[src/rtl/sos_cascade_scheduler_pkg.sv]
// sos_sched_pkg: shared types for the SOS cascade scheduler.
//   sched_state_e : scheduler FSM state encoding
//   stage_w()     : section-index width (at least 1 bit, even for one section)
package sos_sched_pkg;

  typedef enum logic [2:0] {
    S_IDLE   = 3'd0,
    S_ISSUE  = 3'd1,
    S_WAIT   = 3'd2,
    S_UPDATE = 3'd3,
    S_DONE   = 3'd4
  } sched_state_e;

  function automatic int unsigned stage_w(input int unsigned n);
    return (n > 1) ? $clog2(n) : 1;
  endfunction

endpackage

[src/rtl/sos_cascade_scheduler_if.sv]
// sos_eng_if: handshake between the scheduler and the shared biquad engine.
//   eng_start         : one-cycle launch strobe (scheduler -> engine)
//   eng_stage         : section index for coefficient lookup
//   eng_x..eng_y2     : current input and section delay-line operands
//   eng_done, eng_y   : completion pulse and section result (engine -> scheduler)
// Modports: master = scheduler side, slave = engine side.
interface sos_eng_if #(
  parameter int DATA_SIZE  = 24,
  parameter int NUM_STAGES = 4
);
  import sos_sched_pkg::*;

  localparam int STG_W = stage_w(NUM_STAGES);

  logic                 eng_start;
  logic [STG_W-1:0]     eng_stage;
  logic [DATA_SIZE-1:0] eng_x;
  logic [DATA_SIZE-1:0] eng_x1;
  logic [DATA_SIZE-1:0] eng_x2;
  logic [DATA_SIZE-1:0] eng_y1;
  logic [DATA_SIZE-1:0] eng_y2;
  logic                 eng_done;
  logic [DATA_SIZE-1:0] eng_y;

  modport master (
    output eng_start, eng_stage, eng_x, eng_x1, eng_x2, eng_y1, eng_y2,
    input  eng_done, eng_y
  );

  modport slave (
    input  eng_start, eng_stage, eng_x, eng_x1, eng_x2, eng_y1, eng_y2,
    output eng_done, eng_y
  );

endinterface

[src/rtl/sos_cascade_scheduler_state_bank.sv]
// sos_state_bank: per-section delay lines (x1, x2, y1, y2) for NUM_STAGES
// second-order sections. One read port (whole entry, combinational) and one
// write port (whole entry, clocked). Async active-low reset clears all words.
//   i_rd_idx -> o_x1/o_x2/o_y1/o_y2 : read port
//   i_wr_en, i_wr_idx, i_x1..i_y2    : write port
module sos_state_bank
  import sos_sched_pkg::*;
#(
  parameter int DATA_SIZE  = 24,
  parameter int NUM_STAGES = 4
) (
  input  logic                                clk,
  input  logic                                rst_n,
  input  logic [stage_w(NUM_STAGES)-1:0]      i_rd_idx,
  output logic [DATA_SIZE-1:0]                o_x1,
  output logic [DATA_SIZE-1:0]                o_x2,
  output logic [DATA_SIZE-1:0]                o_y1,
  output logic [DATA_SIZE-1:0]                o_y2,
  input  logic                                i_wr_en,
  input  logic [stage_w(NUM_STAGES)-1:0]      i_wr_idx,
  input  logic [DATA_SIZE-1:0]                i_x1,
  input  logic [DATA_SIZE-1:0]                i_x2,
  input  logic [DATA_SIZE-1:0]                i_y1,
  input  logic [DATA_SIZE-1:0]                i_y2
);

  logic [DATA_SIZE-1:0] r_x1 [NUM_STAGES];
  logic [DATA_SIZE-1:0] r_x2 [NUM_STAGES];
  logic [DATA_SIZE-1:0] r_y1 [NUM_STAGES];
  logic [DATA_SIZE-1:0] r_y2 [NUM_STAGES];

  always_ff @(posedge clk or negedge rst_n) begin
    if (!rst_n) begin
      for (int i = 0; i < NUM_STAGES; i++) begin
        r_x1[i] <= '0;
        r_x2[i] <= '0;
        r_y1[i] <= '0;
        r_y2[i] <= '0;
      end
    end else if (i_wr_en) begin
      r_x1[i_wr_idx] <= i_x1;
      r_x2[i_wr_idx] <= i_x2;
      r_y1[i_wr_idx] <= i_y1;
      r_y2[i_wr_idx] <= i_y2;
    end
  end

  assign o_x1 = r_x1[i_rd_idx];
  assign o_x2 = r_x2[i_rd_idx];
  assign o_y1 = r_y1[i_rd_idx];
  assign o_y2 = r_y2[i_rd_idx];

endmodule

[src/rtl/sos_cascade_scheduler.sv]
// sos_cascade_scheduler: time-shares one biquad engine across NUM_STAGES
// second-order sections. Each sample walks the sections in order; the output
// of section k is the input of section k+1. No arithmetic happens here.
//   clk, reset (async, active low)
//   data_in, sample_trig     : new sample and its one-cycle strobe
//   data_out, filter_end     : cascade result and its one-cycle valid pulse
//   overrun, clear_ovr       : sticky dropped-sample flag and its clear
//   eng (sos_eng_if.master)  : engine launch / operand / result handshake
//   bypass_mask              : only with SOS_BYPASS_EN; set bit = skip section
//
// state  | meaning
// IDLE   | waiting for sample_trig
// ISSUE  | one-cycle engine launch for the current section
// WAIT   | operands held, waiting for eng_done
// UPDATE | write back section delay line, advance to next section
// DONE   | present result (filter_end), back to IDLE
module sos_cascade_scheduler
  import sos_sched_pkg::*;
#(
  parameter int COEF_SIZE  = 20,
  parameter int DATA_SIZE  = 24,
  parameter int NUM_STAGES = 4
) (
  input  logic                  clk,
  input  logic                  reset,
  input  logic [DATA_SIZE-1:0]  data_in,
  input  logic                  sample_trig,
  output logic [DATA_SIZE-1:0]  data_out,
  output logic                  filter_end,
  output logic                  overrun,
  input  logic                  clear_ovr,
`ifdef SOS_BYPASS_EN
  input  logic [NUM_STAGES-1:0] bypass_mask,
`endif
  sos_eng_if.master             eng
);

  localparam int STG_W = stage_w(NUM_STAGES);

  if (NUM_STAGES < 1 || NUM_STAGES > 16 || COEF_SIZE < 1) begin : g_cfg_err
    $error("sos_cascade_scheduler: NUM_STAGES must be 1..16 and COEF_SIZE >= 1");
  end

  sched_state_e         r_state;
  sched_state_e         w_next;
  logic [STG_W-1:0]     r_stage;
  logic [DATA_SIZE-1:0] r_work;
  logic [DATA_SIZE-1:0] r_y;
  logic [DATA_SIZE-1:0] r_data_out;
  logic                 r_overrun;

  logic [STG_W-1:0]     w_stage_nxt;
  logic                 w_last;
  logic                 w_byp_cur;
  logic                 w_byp_first;
  logic                 w_byp_nxt;
  logic [DATA_SIZE-1:0] w_x1;
  logic [DATA_SIZE-1:0] w_x2;
  logic [DATA_SIZE-1:0] w_y1;
  logic [DATA_SIZE-1:0] w_y2;
  logic                 w_wr_en;

  assign w_stage_nxt = r_stage + STG_W'(1);
  assign w_last      = (r_stage == STG_W'(NUM_STAGES - 1));

`ifdef SOS_BYPASS_EN
  // w_byp_nxt is only consulted when another section follows.
  assign w_byp_cur   = bypass_mask[r_stage];
  assign w_byp_first = bypass_mask[0];
  assign w_byp_nxt   = bypass_mask[w_stage_nxt];
`else
  assign w_byp_cur   = 1'b0;
  assign w_byp_first = 1'b0;
  assign w_byp_nxt   = 1'b0;
`endif

  always_comb begin
    w_next = r_state;
    case (r_state)
      S_IDLE:   if (sample_trig) w_next = w_byp_first ? S_UPDATE : S_ISSUE;
      S_ISSUE:  w_next = S_WAIT;
      S_WAIT:   if (eng.eng_done) w_next = S_UPDATE;
      S_UPDATE: begin
        if (w_last)         w_next = S_DONE;
        else if (w_byp_nxt) w_next = S_UPDATE;
        else                w_next = S_ISSUE;
      end
      S_DONE:   w_next = S_IDLE;
      default:  w_next = S_IDLE;
    endcase
  end

  always_ff @(posedge clk or negedge reset) begin
    if (!reset) r_state <= S_IDLE;
    else        r_state <= w_next;
  end

  always_ff @(posedge clk or negedge reset) begin
    if (!reset) begin
      r_stage    <= '0;
      r_work     <= '0;
      r_y        <= '0;
      r_data_out <= '0;
    end else begin
      case (r_state)
        S_IDLE: if (sample_trig) begin
          r_work  <= data_in;
          r_stage <= '0;
        end
        S_WAIT: if (eng.eng_done) r_y <= eng.eng_y;
        S_UPDATE: begin
          // A bypassed section passes its input straight through.
          if (!w_byp_cur) r_work <= r_y;
          if (w_last) r_data_out <= w_byp_cur ? r_work : r_y;
          else        r_stage    <= w_stage_nxt;
        end
        default: ;
      endcase
    end
  end

  // A new drop wins over a simultaneous clear.
  always_ff @(posedge clk or negedge reset) begin
    if (!reset)                                   r_overrun <= 1'b0;
    else if (sample_trig && (r_state != S_IDLE))  r_overrun <= 1'b1;
    else if (clear_ovr)                           r_overrun <= 1'b0;
  end

  assign w_wr_en = (r_state == S_UPDATE) && !w_byp_cur;

  sos_state_bank #(
    .DATA_SIZE  (DATA_SIZE),
    .NUM_STAGES (NUM_STAGES)
  ) u_bank (
    .clk      (clk),
    .rst_n    (reset),
    .i_rd_idx (r_stage),
    .o_x1     (w_x1),
    .o_x2     (w_x2),
    .o_y1     (w_y1),
    .o_y2     (w_y2),
    .i_wr_en  (w_wr_en),
    .i_wr_idx (r_stage),
    .i_x1     (r_work),
    .i_x2     (w_x1),
    .i_y1     (r_y),
    .i_y2     (w_y1)
  );

  // Operands come from registers that only move in UPDATE, so they stay
  // stable from ISSUE through the whole WAIT.
  assign eng.eng_start = (r_state == S_ISSUE);
  assign eng.eng_stage = r_stage;
  assign eng.eng_x     = r_work;
  assign eng.eng_x1    = w_x1;
  assign eng.eng_x2    = w_x2;
  assign eng.eng_y1    = w_y1;
  assign eng.eng_y2    = w_y2;

  assign data_out   = r_data_out;
  assign filter_end = (r_state == S_DONE);
  assign overrun    = r_overrun;

endmodule

[src/flat_wrapper.sv]
// flat-port wrapper written by rule: the top's interface ports become plain ports
module sos_cascade_scheduler_flat import sos_sched_pkg::*;
#(
  parameter int COEF_SIZE  = 20,
  parameter int DATA_SIZE  = 24,
  parameter int NUM_STAGES = 4
)
  (clk, reset, data_in, sample_trig, data_out, filter_end, overrun, clear_ovr, eng_eng_start, eng_eng_stage, eng_eng_x, eng_eng_x1, eng_eng_x2, eng_eng_y1, eng_eng_y2, eng_eng_done, eng_eng_y);
  sos_eng_if #(.DATA_SIZE(DATA_SIZE), .NUM_STAGES(NUM_STAGES)) eng_i ();
  input  logic clk;
  input  logic reset;
  input  logic [DATA_SIZE-1:0] data_in;
  input  logic sample_trig;
  output logic [DATA_SIZE-1:0] data_out;
  output logic filter_end;
  output logic overrun;
  input  logic clear_ovr;
  output wire logic [$bits(eng_i.eng_start)-1:0] eng_eng_start;
  output wire logic [$bits(eng_i.eng_stage)-1:0] eng_eng_stage;
  output wire logic [$bits(eng_i.eng_x)-1:0] eng_eng_x;
  output wire logic [$bits(eng_i.eng_x1)-1:0] eng_eng_x1;
  output wire logic [$bits(eng_i.eng_x2)-1:0] eng_eng_x2;
  output wire logic [$bits(eng_i.eng_y1)-1:0] eng_eng_y1;
  output wire logic [$bits(eng_i.eng_y2)-1:0] eng_eng_y2;
  input wire logic [$bits(eng_i.eng_done)-1:0] eng_eng_done;
  input wire logic [$bits(eng_i.eng_y)-1:0] eng_eng_y;
  assign eng_eng_start = eng_i.eng_start;
  assign eng_eng_stage = eng_i.eng_stage;
  assign eng_eng_x = eng_i.eng_x;
  assign eng_eng_x1 = eng_i.eng_x1;
  assign eng_eng_x2 = eng_i.eng_x2;
  assign eng_eng_y1 = eng_i.eng_y1;
  assign eng_eng_y2 = eng_i.eng_y2;
  assign eng_i.eng_done = eng_eng_done;
  assign eng_i.eng_y = eng_eng_y;
  sos_cascade_scheduler #(.COEF_SIZE(COEF_SIZE), .DATA_SIZE(DATA_SIZE), .NUM_STAGES(NUM_STAGES)) u_core (.clk(clk), .reset(reset), .data_in(data_in), .sample_trig(sample_trig), .data_out(data_out), .filter_end(filter_end), .overrun(overrun), .clear_ovr(clear_ovr), .eng(eng_i));
endmodule
[config.mk]
export PLATFORM = sky130hd
export DESIGN_NAME = sos_cascade_scheduler_flat
export DESIGN_NICKNAME = d
export VERILOG_FILES = /design/src/rtl/sos_cascade_scheduler_pkg.sv /design/src/rtl/sos_cascade_scheduler_if.sv /design/src/rtl/sos_cascade_scheduler_state_bank.sv /design/src/rtl/sos_cascade_scheduler.sv /design/src/flat_wrapper.sv
export SDC_FILE = /design/constraint.sdc
export NUM_CORES = 1
export LEC_CHECK = 0
export ABC_CLOCK_PERIOD_IN_PS = 4400
export CAP_MARGIN = 20
export CORE_MARGIN = 3
export CORE_UTILIZATION = 45
export CTS_CLUSTER_SIZE = 25
export DETAILED_ROUTE_END_ITERATION = 8
export PLACE_DENSITY = 0.66
export SYNTH_ARGS = -nofsm -noshare
export SYNTH_HDL_FRONTEND = slang
export SYNTH_SLANG_ARGS = --single-unit
[constraint.sdc]
create_clock -name clk -period 4.4 [get_ports clk]
set_clock_uncertainty 0.05 [all_clocks]
set_input_delay 1.32 -clock clk [delete_from_list [all_inputs] [get_ports clk]]
set_output_delay 1.32 -clock clk [all_outputs]
set_load 0.005 [all_outputs]
==> run_1/layer_met1.png <==
Scale bar: 50 um.
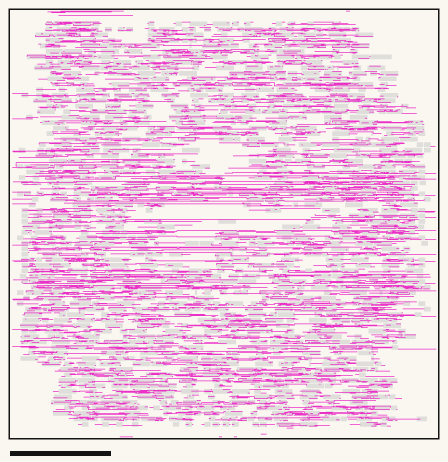
share of all routed wire	47%
wire length on this layer	20.9 mm
main direction	horizontal
nets with wire on the layer	1,252
longest straight run	92.9 um
via count: 10,500
Post-Route WL: 44.9 mm
grt met1 use: 29.4%

==> run_1/layer_met2.png <==
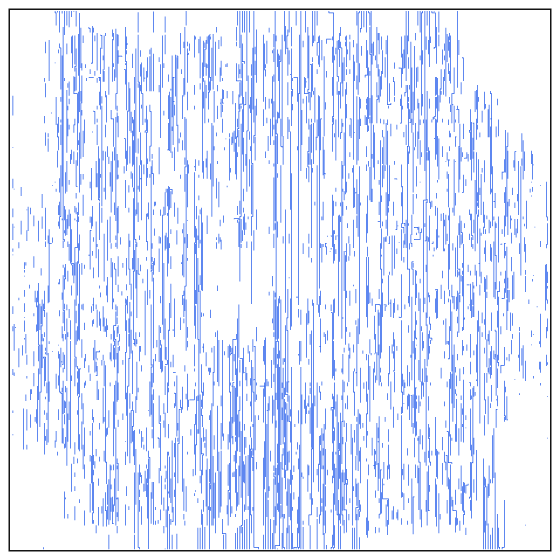
longest straight run	83.5 um
main direction	vertical
wire length on this layer	21.4 mm
share of all routed wire	48%
M2 GR Usage: 32.6%

==> run_1/layer_met3.png <==
Scale bar: 50 um.
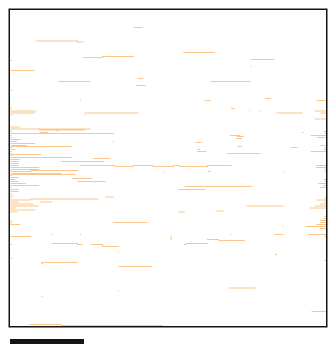
nets with wire on the layer	114
longest straight run	69.2 um
wire length on this layer	1,770 um
met3 Resource Use GR: 3.88%

==> flow_metrics.tcl, run 1 <==
# place-and-route summary
set metrics [dict create \
    simple_gate_area_share_pct 0.595 \
    hold_ws_ns 0.435 \
    warning_count 32 \
    io_buffers 201 \
    synth.avg_cell_area_sq_um 17.1 \
    synth.largest_area_cell "dfrtp_1" \
    cts_tree "yes" \
    max_freq_mhz 238 \
    rsz0062_at_grt "false" \
    ys_types 30 \
    lay_top_count "dfrtp_1" \
    cp_slowest_cell "dfrtp_4" \
    slowest_delay_ns 0.82 \
    clock_sinks 438 \
    routed_via_density 5.56 \
    mux_share_pct 38.2 \
    fp.coreArea_sq_um 41400 \
    first_pass_iters 4 \
    post_cts_buffers 0 \
    area_leaders "dfrtp_1 57%, mux2_2 22%, mux4_2 11%" \
    drive_gt1_share_pct 43.4 \
    post-route-util_pct 56.4 \
    drcViolationCount 0 \
    cts_resized 0 \
    tightest_slew_ns 0.988 \
    worst_ep_required_time_ns 3.03 \
    xor_share_pct 0.0457 \
    vdd_drop_max_v 0.000349 \
    crit_buf_inv 2 \
    ys_top_logic_family "multiplexers" \
    die_y_um 212 \
    hold_path_class "register to register" \
    dieWidth_um 212 \
    grt_pass1_vias 11300 \
    edf_count 0 \
    startpoint_type "register" \
    clkTransAtPathRegs_ns 0.06 \
    cts_max_level 2 \
    slew_headroom_pct 34.1 \
    area_growth_pct 21.8 \
    fp_util_pct 46.3 \
    syn_inst 1121 \
    cp-end-kind "output pin" \
    setup_viol 0 \
    holdBufCountCts 0 \
    layout_top_cells "436 x dfrtp_1, 368 x mux2_2, 200 x clkdlybuf4s50_1" \
    chipArea_sq_um 45100 \
    drtIter0Drc 510 \
    cts_buffer_depth 3 \
    status "completed" \
    hold_viol_final 0 \
    worstSkewPairLatency_ns 0.56 \
    final.period_utilization_pct 95.6 \
    slew_violations 0 \
    fin_area_sq_um 23300 \
    synth_chip_area_sq_um 19100 \
    post-place-ws_ns 0.722 \
    syn_nets 1178 \
    ys_seq_share_pct 57.2 \
    synth.top_cell.area_share_pct 57.2 \
    cellLeakagePower_uw 0.0102 \
    path_class "register to output pin" \
    design.final.nets 1372 \
    drt-wirelength-per-cell_um 23.7 \
    synth-cells-yosys 1121 \
    cts_made_buffers 48 \
    grt_pass1_wl_mm 70.1 \
    cellPowerDensity_nw_per_um2 829 \
    period_minus_slack_ns 4.20 \
    critPathTopFamily "buffers and inverters" \
    fa_ha_area_share_pct 0.261 \
    arrival_ns 2.83 \
    synth-main-ff-cell "dfrtp_1" \
    max_cap_violations 0 \
    finalSetupTns_ns 0 \
    grt_max_degree 111 \
    postLayoutSetupSlackWorst_ns 0.196 \
    io_pins 202 \
    grt.overflow.total 0 \
    synth-seq-cells 438 \
    crit_chain "buf_4, mux4_2, clkdlybuf4s50_1" \
    routabilityCongestion 0.743 \
    async_reset_ff_share_pct 100 \
    row_count 74 \
    antenna_found_initial 5 \
    dp.final_hpwl_mm 29.3 \
    root_buffer "clkbuf_16" \
    syn-cell-area_sq_um 19100 \
    dpl_cell_area_sq_um 21700 \
    yosysWarnings 0 \
    antenna_left 0 \
    synthAoiAreaFrac_pct 0.314 \
    path_max_fanout 24 \
]
==> run 1: final timing paths <==
path	cells after the start	end	slack (ns)	start
min	1	u_core.u_bank.r_x1[28]$_DFFE_PN0P_	0.44	u_core.u_bank.r_x1[28]$_DFFE_PN0P_
min in group asynchronous	1	u_core.u_bank.r_y2[84]$_DFFE_PN0P_	0.74	reset
max reg2reg	6	u_core.u_bank.r_x1[75]$_DFFE_PN0P_	1.40	u_core.eng.eng_stage[0]$_DFFE_PN0P_
min reg2reg	1	u_core.u_bank.r_x1[28]$_DFFE_PN0P_	0.44	u_core.u_bank.r_x1[28]$_DFFE_PN0P_
max in group asynchronous	2	u_core.u_bank.r_x2[1]$_DFFE_PN0P_	2.61	reset
max	3	eng_eng_x1[5]	0.20	u_core.eng.eng_stage[0]$_DFFE_PN0P_
==> run 1: Yosys cell counts (4+ instances only) <==
cell,count
buf_6,12
buf_1,5
buf_4,34
mux2_2,368
ha_1,4
dfrtp_1,438
inv_1,4
mux4_2,96
mux2_1,88
buf_2,42
==> run 1: routing by layer <==
layer,wire length (um),global-route usage [%],vias to the layer above,part of all wire [%]
met5,34,0,-,0.076
met4,790,4.96,6,1.8
met3,1770,3.88,61,3.9
met2,21400,32.6,186,48
met1,20900,29.4,5692,46
li1,-,-,4556,-
==> run 1: state kept, by name, indices dropped and copies added, names as in the netlist <==
signal                count
u_core.u_bank.r_x1       96
u_core.u_bank.r_x2       96
u_core.u_bank.r_y2       96
u_core.u_bank.r_y1       91
u_core.eng.eng_x         24
u_core.r_y               24
u_core.data_out           5
u_core.r_state            3
u_core.eng.eng_stage      2
u_core.overrun            1
==> run 1: cells by family after synthesis <==
group | count (synthesis)
AND-OR/OR-AND | 8
XOR/XNOR | 1
adder cells (fa/ha/maj) | 4
buffers and inverters | 100
flip-flops | 438
multiplexers | 553
AND/OR/NAND/NOR | 17
==> run 1: final cells by class <==
cell class                      count  area (sq um)
Antenna cell                        6          15.0
Clock buffer                       77          1480
Clock inverter                     10           128
Fill cell                        3269         18100
Inverter                            4          15.0
Multi-Input combinational cell    583          7570
Sequential cell                   438         11000
Tap cell                          532           666
Timing Repair Buffer              240          2480
==> run 1: worst reg2reg max path, delay by kind of cell, from the launching register on <==
| family | cells | cell delay, ns |
|---|---|---|
| buffers and inverters | 3 | 0.90 |
| flip-flops | 1 | 0.82 |
| AND/OR/NAND/NOR | 1 | 0.50 |
| multiplexers | 1 | 0.38 |
| adder cells (fa/ha/maj) | 1 | 0.24 |
==> run 1: stage by stage <==
step / instances / power (uW)
2_1_floorplan: 1121 / 11800
6_report: 1890 / 19300
3_5_place_dp: 1797 / 15500
4_1_cts: 1884 / 19600
5_1_grt: 1884 / 20500
3_3_place_gp: 1797 / 15300
==> run 1: where the power goes <==
| part | internal, uW | total [uW] | switching (uW) |
|---|---|---|---|
| Sequential | 5950 | 7450 | 1490 |
| Clock | 2470 | 4050 | 1580 |
| Combinational | 4960 | 7840 | 2880 |
## Run 2: what changed since run 1
- CELL_PAD_IN_SITES_DETAIL_PLACEMENT: not set -> 0
- CELL_PAD_IN_SITES_GLOBAL_PLACEMENT: not set -> 1
- CORE_UTILIZATION: 45 -> 35
- DONT_BUFFER_PORTS: not set -> 1
- PLACE_DENSITY: 0.66 -> not set
- PLACE_DENSITY_LB_ADDON: not set -> 0.1
==> run_2/layer_met3.png <==
Scale bar: 50 um.
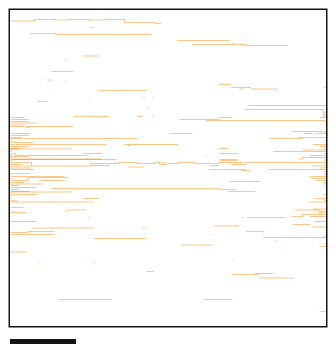
Post-Route WL: 48.0 mm
via count: 9,722

==> flow_metrics.tcl, run 2 <==
# place-and-route summary
set metrics [dict create \
    async_reset_ff_share_pct 100 \
    clkPwrFrac_pct 23.9 \
    syn-cell-area_sq_um 19100 \
    yosysWarnings 0 \
    fp.coreArea_sq_um 53900 \
    grt.overflow.total 0 \
    tightest_slew_ns 1.68 \
    edf_count 0 \
    holdBufCountCts 0 \
    grt_pass1_wl_mm 72.5 \
    path_max_fanout 27 \
    area_growth_pct 11.2 \
    vdd_drop_max_v 0.000468 \
    root_buffer "clkbuf_16" \
    cts_resized 0 \
    arrival_ns 2.39 \
    period_minus_slack_ns 3.76 \
    die_y_um 240 \
    startpoint "u_core.eng.eng_stage[0]$_DFFE_PN0P_" \
    worstSkewPairLatency_ns 0.59 \
    common_cells "438 x dfrtp_1, 368 x mux2_2, 96 x mux4_2, 88 x mux2_1, 42 x buf_2" \
    drive_gt1_share_pct 49.7 \
    cp-end-kind "output pin" \
    violations "slew limit" \
    synth.avg_cell_area_sq_um 17.1 \
    ys_types 30 \
    status "finished with violations" \
    internal-power_uw 11700 \
    dieWidth_um 240 \
    routed_via_density 5.29 \
    io_pins 202 \
    netSwitchingPower_uw 5750 \
    regToRegStartpoint "u_core.eng.eng_stage[1]$_DFFE_PN0P_" \
    setup_viol 0 \
    dp.final_hpwl_mm 28.7 \
    hold_path_class "input port to asynchronous set/reset pin" \
    fp_util_pct 35.5 \
    grt_usage_pct 16.9 \
    logic_area_sq_um 7600 \
    drcViolationCount 0 \
    worst_ep_required_time_ns 3.03 \
    cellPowerDensity_nw_per_um2 819 \
    max_cap_violations 0 \
    slew_violations 101 \
    layout_top_cells "436 x dfrtp_1, 368 x mux2_2, 96 x mux4_2" \
    synth-main-ff-cell "dfrtp_1" \
    syn_nets 1178 \
    final.period_utilization_pct 85.5 \
    grt_pass1_vias 10800 \
    path_class "register to output pin" \
    io_buffers 0 \
    rsz0062_at_grt "false" \
    seq_power_share_pct 43.4 \
    synth.largest_area_cell "dfrtp_1" \
    first_pass_iters 4 \
    lay_top_count "dfrtp_1" \
    synth.most_common_cell "dfrtp_1" \
    cts_tree "yes" \
    cts_made_buffers 52 \
    cts_buffer_depth 3 \
    synth.top_cell.area_share_pct 57.2 \
    startpoint_type "register" \
    register_area_sq_um 11000 \
    grt_max_degree 439 \
    totalPowerFinal_uw 17400 \
    antenna_found_initial 23 \
    post-place-ws_ns 1.14 \
    design.final.nets 1150 \
    drt-wirelength-per-cell_um 26.1 \
    finalSetupTns_ns 0 \
    clock_sinks 438 \
    drtIter0Drc 407 \
    syn_inst 1121 \
    postLayoutSetupSlackWorst_ns 0.636 \
    antenna_left 0 \
    chipArea_sq_um 57500 \
    combPwrFrac_pct 32.8 \
    synth_chip_area_sq_um 19100 \
    routabilityCongestion 0.670 \
    synth-cells-yosys 1121 \
    row_count 85 \
    synth-seq-cells 438 \
    slew_headroom_pct -12.3 \
    top_regs "u_core.u_bank.r_x1 (96), u_core.u_bank.r_x2 (96), u_core.u_bank.r_y2 (96)" \
    hold_viol_final 0 \
    area_leaders "dfrtp_1 57%, mux2_2 22%, mux4_2 11%" \
    post_cts_buffers 0 \
    cts_max_level 2 \
    fill_cells 4907 \
    ys_seq_share_pct 57.2 \
    power.share.switching_pct 32.9 \
    cellLeakagePower_uw 0.00925 \
    warning_count 32 \
    max_freq_mhz 266 \
    clkTransAtPathRegs_ns 0.06 \
]
## run 2: power groups by stage
stage	clock network [uW]	registers, uW	logic, uW
after global routing	4480	7870	6270
final	4160	7560	5720
after CTS	4330	7640	5910
after floorplan	0	6760	5050
after global placement	0	7690	5760
after detailed placement	0	7710	5900
## run 2: worst max-delay path, cell delays in order, from the launching register on
cell	delay, ns
dfrtp_4	0.85
buf_4	0.36
mux4_2	0.60
## run 2: kinds of logic after synthesis
family,after synthesis,synth area share (%)
fa+ha+maj,4,0.261
mux,553,38.2
flops,438,57.2
simple gates,17,0.595
xor+xnor,1,0.0458
compound gates,8,0.314
buf+inv,100,3.37
## run 2: worst paths after layout
path / depth (start not counted) / endpoint / slack, ns
worst min register to register: 1 / u_core.u_bank.r_x1[74]$_DFFE_PN0P_ / 0.43
worst min-delay path: 0 / u_core.u_bank.r_y2[85]$_DFFE_PN0P_ / 0.39
min in group clk: 1 / u_core.u_bank.r_x1[74]$_DFFE_PN0P_ / 0.43
max in group asynchronous: 0 / u_core.eng.eng_stage[0]$_DFFE_PN0P_ / 2.34
worst max-delay path: 2 / eng_eng_y1[7] / 0.64
worst max register to register: 5 / u_core.u_bank.r_y2[90]$_DFFE_PN0P_ / 1.35
## run 2: area by class of cell
class | instances | share of cell area [%]
Clock inverter | 11 | 0.464
Multi-Input combinational cell | 583 | 35.7
Tap cell | 696 | 4.09
Sequential cell | 438 | 51.5
Inverter | 4 | 0.0705
Antenna cell | 8 | 0.0940
Clock buffer | 83 | 7.32
Timing Repair Buffer | 14 | 0.787
## run 2: metrics by stage
step                std cells  utilization [%]  hold WS [ns]  cell area, sq um
floorplan                1121                -         0.409             19100
global placement         1735             36.4         0.419             19600
detailed placement       1735             36.4         0.428             19600
CTS                      1829             39.5         0.343             21300
global route             1829             39.5         0.351             21300
finish                   1837             39.5         0.388             21300
## run 2: layer usage
metal	global-route usage [%]	vias to the layer above	wire length, um
met5	0	-	39
li1	-	4126	-
met1	23.0	5312	21600
met3	5.12	66	3350
met2	26.6	212	22100
met4	4.35	6	901
## Run 3: what changed since run 2
- CORE_UTILIZATION: 35 -> 50
==> run_3/clocks.png <==
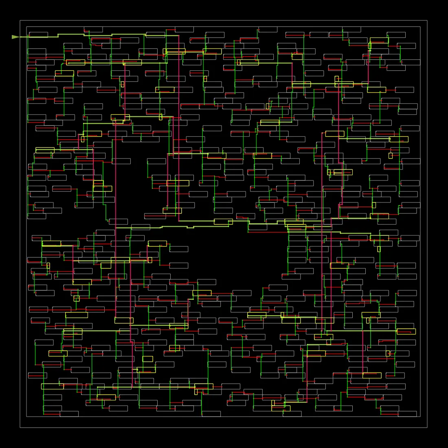
Clk power: 3840 uW
Clock Buffer Count: 69
TritonCTS Buffers: 48
clock sinks: 438
Latency at later pin: 0.56 ns

==> flow_metrics.tcl, run 3 <==
# place-and-route summary
set metrics [dict create \
    setup_viol 0 \
    cellLeakagePower_uw 0.00915 \
    chipArea_sq_um 40700 \
    grt_pass1_vias 10300 \
    rr_worst_depth 5 \
    io_buffers 0 \
    status "completed" \
    syn_inst 1121 \
    routed_via_density 5.90 \
    hold_path_class "input port to asynchronous set/reset pin" \
    edf_count 0 \
    startpoint_type "register" \
    max_freq_mhz 277 \
    path_class "register to output pin" \
    area_leaders "dfrtp_1 57%, mux2_2 22%, mux4_2 11%" \
    root_buffer "clkbuf_16" \
    post_cts_buffers 0 \
    tightest_slew_ns 1.43 \
    grt_pass1_wl_mm 66.3 \
    drcViolationCount 0 \
    startpoint "u_core.eng.eng_stage[1]$_DFFE_PN0P_" \
    dieWidth_um 202 \
    cts_resized 0 \
    arrival_ns 2.25 \
    holdBufCountCts 0 \
    drive_gt1_share_pct 49.1 \
    synth-seq-cells 438 \
    cp-end-kind "output pin" \
    finalSetupTns_ns 0 \
    fill_cells 3113 \
    die_y_um 202 \
    first_pass_iters 4 \
    hold_ws_ns 0.402 \
    ys_types 30 \
    layout_top_cells "436 x dfrtp_1, 368 x mux2_2, 96 x mux4_2" \
    io_pins 202 \
    cts_tree "yes" \
    cellPowerDensity_nw_per_um2 811 \
    synth_chip_area_sq_um 19100 \
    synth.largest_area_cell "dfrtp_1" \
    common_cells "438 x dfrtp_1, 368 x mux2_2, 96 x mux4_2, 88 x mux2_1, 42 x buf_2" \
    cts_buffer_depth 3 \
    post-route-util_pct 55.4 \
    yosysWarnings 0 \
    wl_mm 42.3 \
    synth.top_cell.area_share_pct 57.2 \
    hold_viol_final 0 \
    regToRegStartpoint "u_core.eng.eng_stage[1]$_DFFE_PN0P_" \
    design.final.nets 1144 \
    synth.most_common_cell "dfrtp_1" \
    drt-wirelength-per-cell_um 25.9 \
    row_count 71 \
    grt.overflow.total 0 \
    antenna_left 0 \
    vdd_drop_max_v 0.000357 \
    synth.avg_cell_area_sq_um 17.1 \
    endpoint "eng_eng_y1[16]" \
    grt_max_degree 439 \
    antenna_found_initial 15 \
    top_regs "u_core.u_bank.r_x1 (96), u_core.u_bank.r_x2 (96), u_core.u_bank.r_y2 (96)" \
    post-place-ws_ns 1.31 \
    drtIter0Drc 488 \
    clkTransAtPathRegs_ns 0.06 \
    ys_seq_share_pct 57.2 \
    area_growth_pct 8.91 \
    syn-cell-area_sq_um 19100 \
    r2r_end "u_core.u_bank.r_y1[90]$_DFFE_PN0P_" \
    fp.coreArea_sq_um 37700 \
    synth-main-ff-cell "dfrtp_1" \
    slew_headroom_pct 4.72 \
    rsz0062_at_grt "false" \
    grt_usage_pct 21.3 \
    warning_count 33 \
    max_cap_violations 0 \
    r2r_slack_ns 1.40 \
    slew_violations 0 \
    worst_ep_required_time_ns 3.03 \
    routabilityCongestion 0.713 \
    syn_nets 1178 \
    final.period_utilization_pct 82.2 \
    dp.final_hpwl_mm 25.6 \
    fp_util_pct 50.8 \
    postLayoutSetupSlackWorst_ns 0.784 \
    cts_max_level 2 \
    period_minus_slack_ns 3.62 \
    async_reset_ff_share_pct 100 \
    path_max_fanout 39 \
    num_vias 9640 \
    lay_top_count "dfrtp_1" \
    synth-cells-yosys 1121 \
]
==> run 3: area by class of cell <==
class / instances / area (sq um) / share of cell area (%)
flip-flops and latches: 438 / 11000 / 52.6
multi-input cells: 583 / 7600 / 36.4
clock buffers: 69 / 1350 / 6.48
well taps: 511 / 639 / 3.07
repair buffers: 12 / 140 / 0.672
clock inverters: 9 / 123 / 0.588
diodes: 8 / 20.0 / 0.0960
inverters: 4 / 15.0 / 0.0720
==> run 3: stage by stage <==
| step | std cells | total power [uW] | cell area, sq um |
|---|---|---|---|
| global route | 1628 | 18000 | 20800 |
| finish | 1634 | 16900 | 20900 |
| detailed placement | 1548 | 13300 | 19400 |
| global placement | 1548 | 13100 | 19400 |
| floorplan | 1121 | 11800 | 19100 |
| CTS | 1626 | 17200 | 20800 |
==> run 3: worst min path at each step <==
stage / startpoint / endpoint / cells after the start / slack (ns)
after detailed placement: u_core.u_bank.r_x1[31]$_DFFE_PN0P_ / u_core.u_bank.r_x1[31]$_DFFE_PN0P_ / 1 / 0.43
after CTS: reset / u_core.u_bank.r_y2[85]$_DFFE_PN0P_ / 0 / 0.38
after global routing: reset / u_core.u_bank.r_y2[85]$_DFFE_PN0P_ / 0 / 0.37
after floorplan: u_core.u_bank.r_x1[27]$_DFFE_PN0P_ / u_core.u_bank.r_x1[27]$_DFFE_PN0P_ / 1 / 0.41
after global placement: u_core.u_bank.r_x1[79]$_DFFE_PN0P_ / u_core.u_bank.r_x1[79]$_DFFE_PN0P_ / 1 / 0.42
final: reset / u_core.u_bank.r_y2[85]$_DFFE_PN0P_ / 0 / 0.40
==> run 3: power by group <==
group	switching, uW	internal (uW)	total [uW]
logic	2410	3250	5660
clock network	1550	2290	3840
registers	1500	5930	7430
total	5460	11500	16900
==> run 3: critical path, cell delays in order (launching register included) <==
cell and delay, ns:
dfrtp_4 0.85, buf_12 0.34, mux4_2 0.44
==> run 3: cell families (layout without fill, tap and decap cells) <==
logic type / after synthesis / after routing / share of synthesized area [%]
fa+ha+maj: 4 / 4 / 0.261
flops: 438 / 438 / 57.2
other cells: 0 / 8 / 0
compound gates: 8 / 8 / 0.314
mux: 553 / 553 / 38.2
xor+xnor: 1 / 1 / 0.0458
buf+inv: 100 / 94 / 3.37
simple gates: 17 / 17 / 0.595
==> run 3: per-layer routing <==
layer  share of wire (%)  GRT usage (%)  wire length (um)
met5                0.19              0                81
met4                 1.8           5.43               762
met3                 6.8           5.84              2860
met2                  47           33.4             20100
met1                  44           29.8             18600
Power and IR drop assume default switching activity.
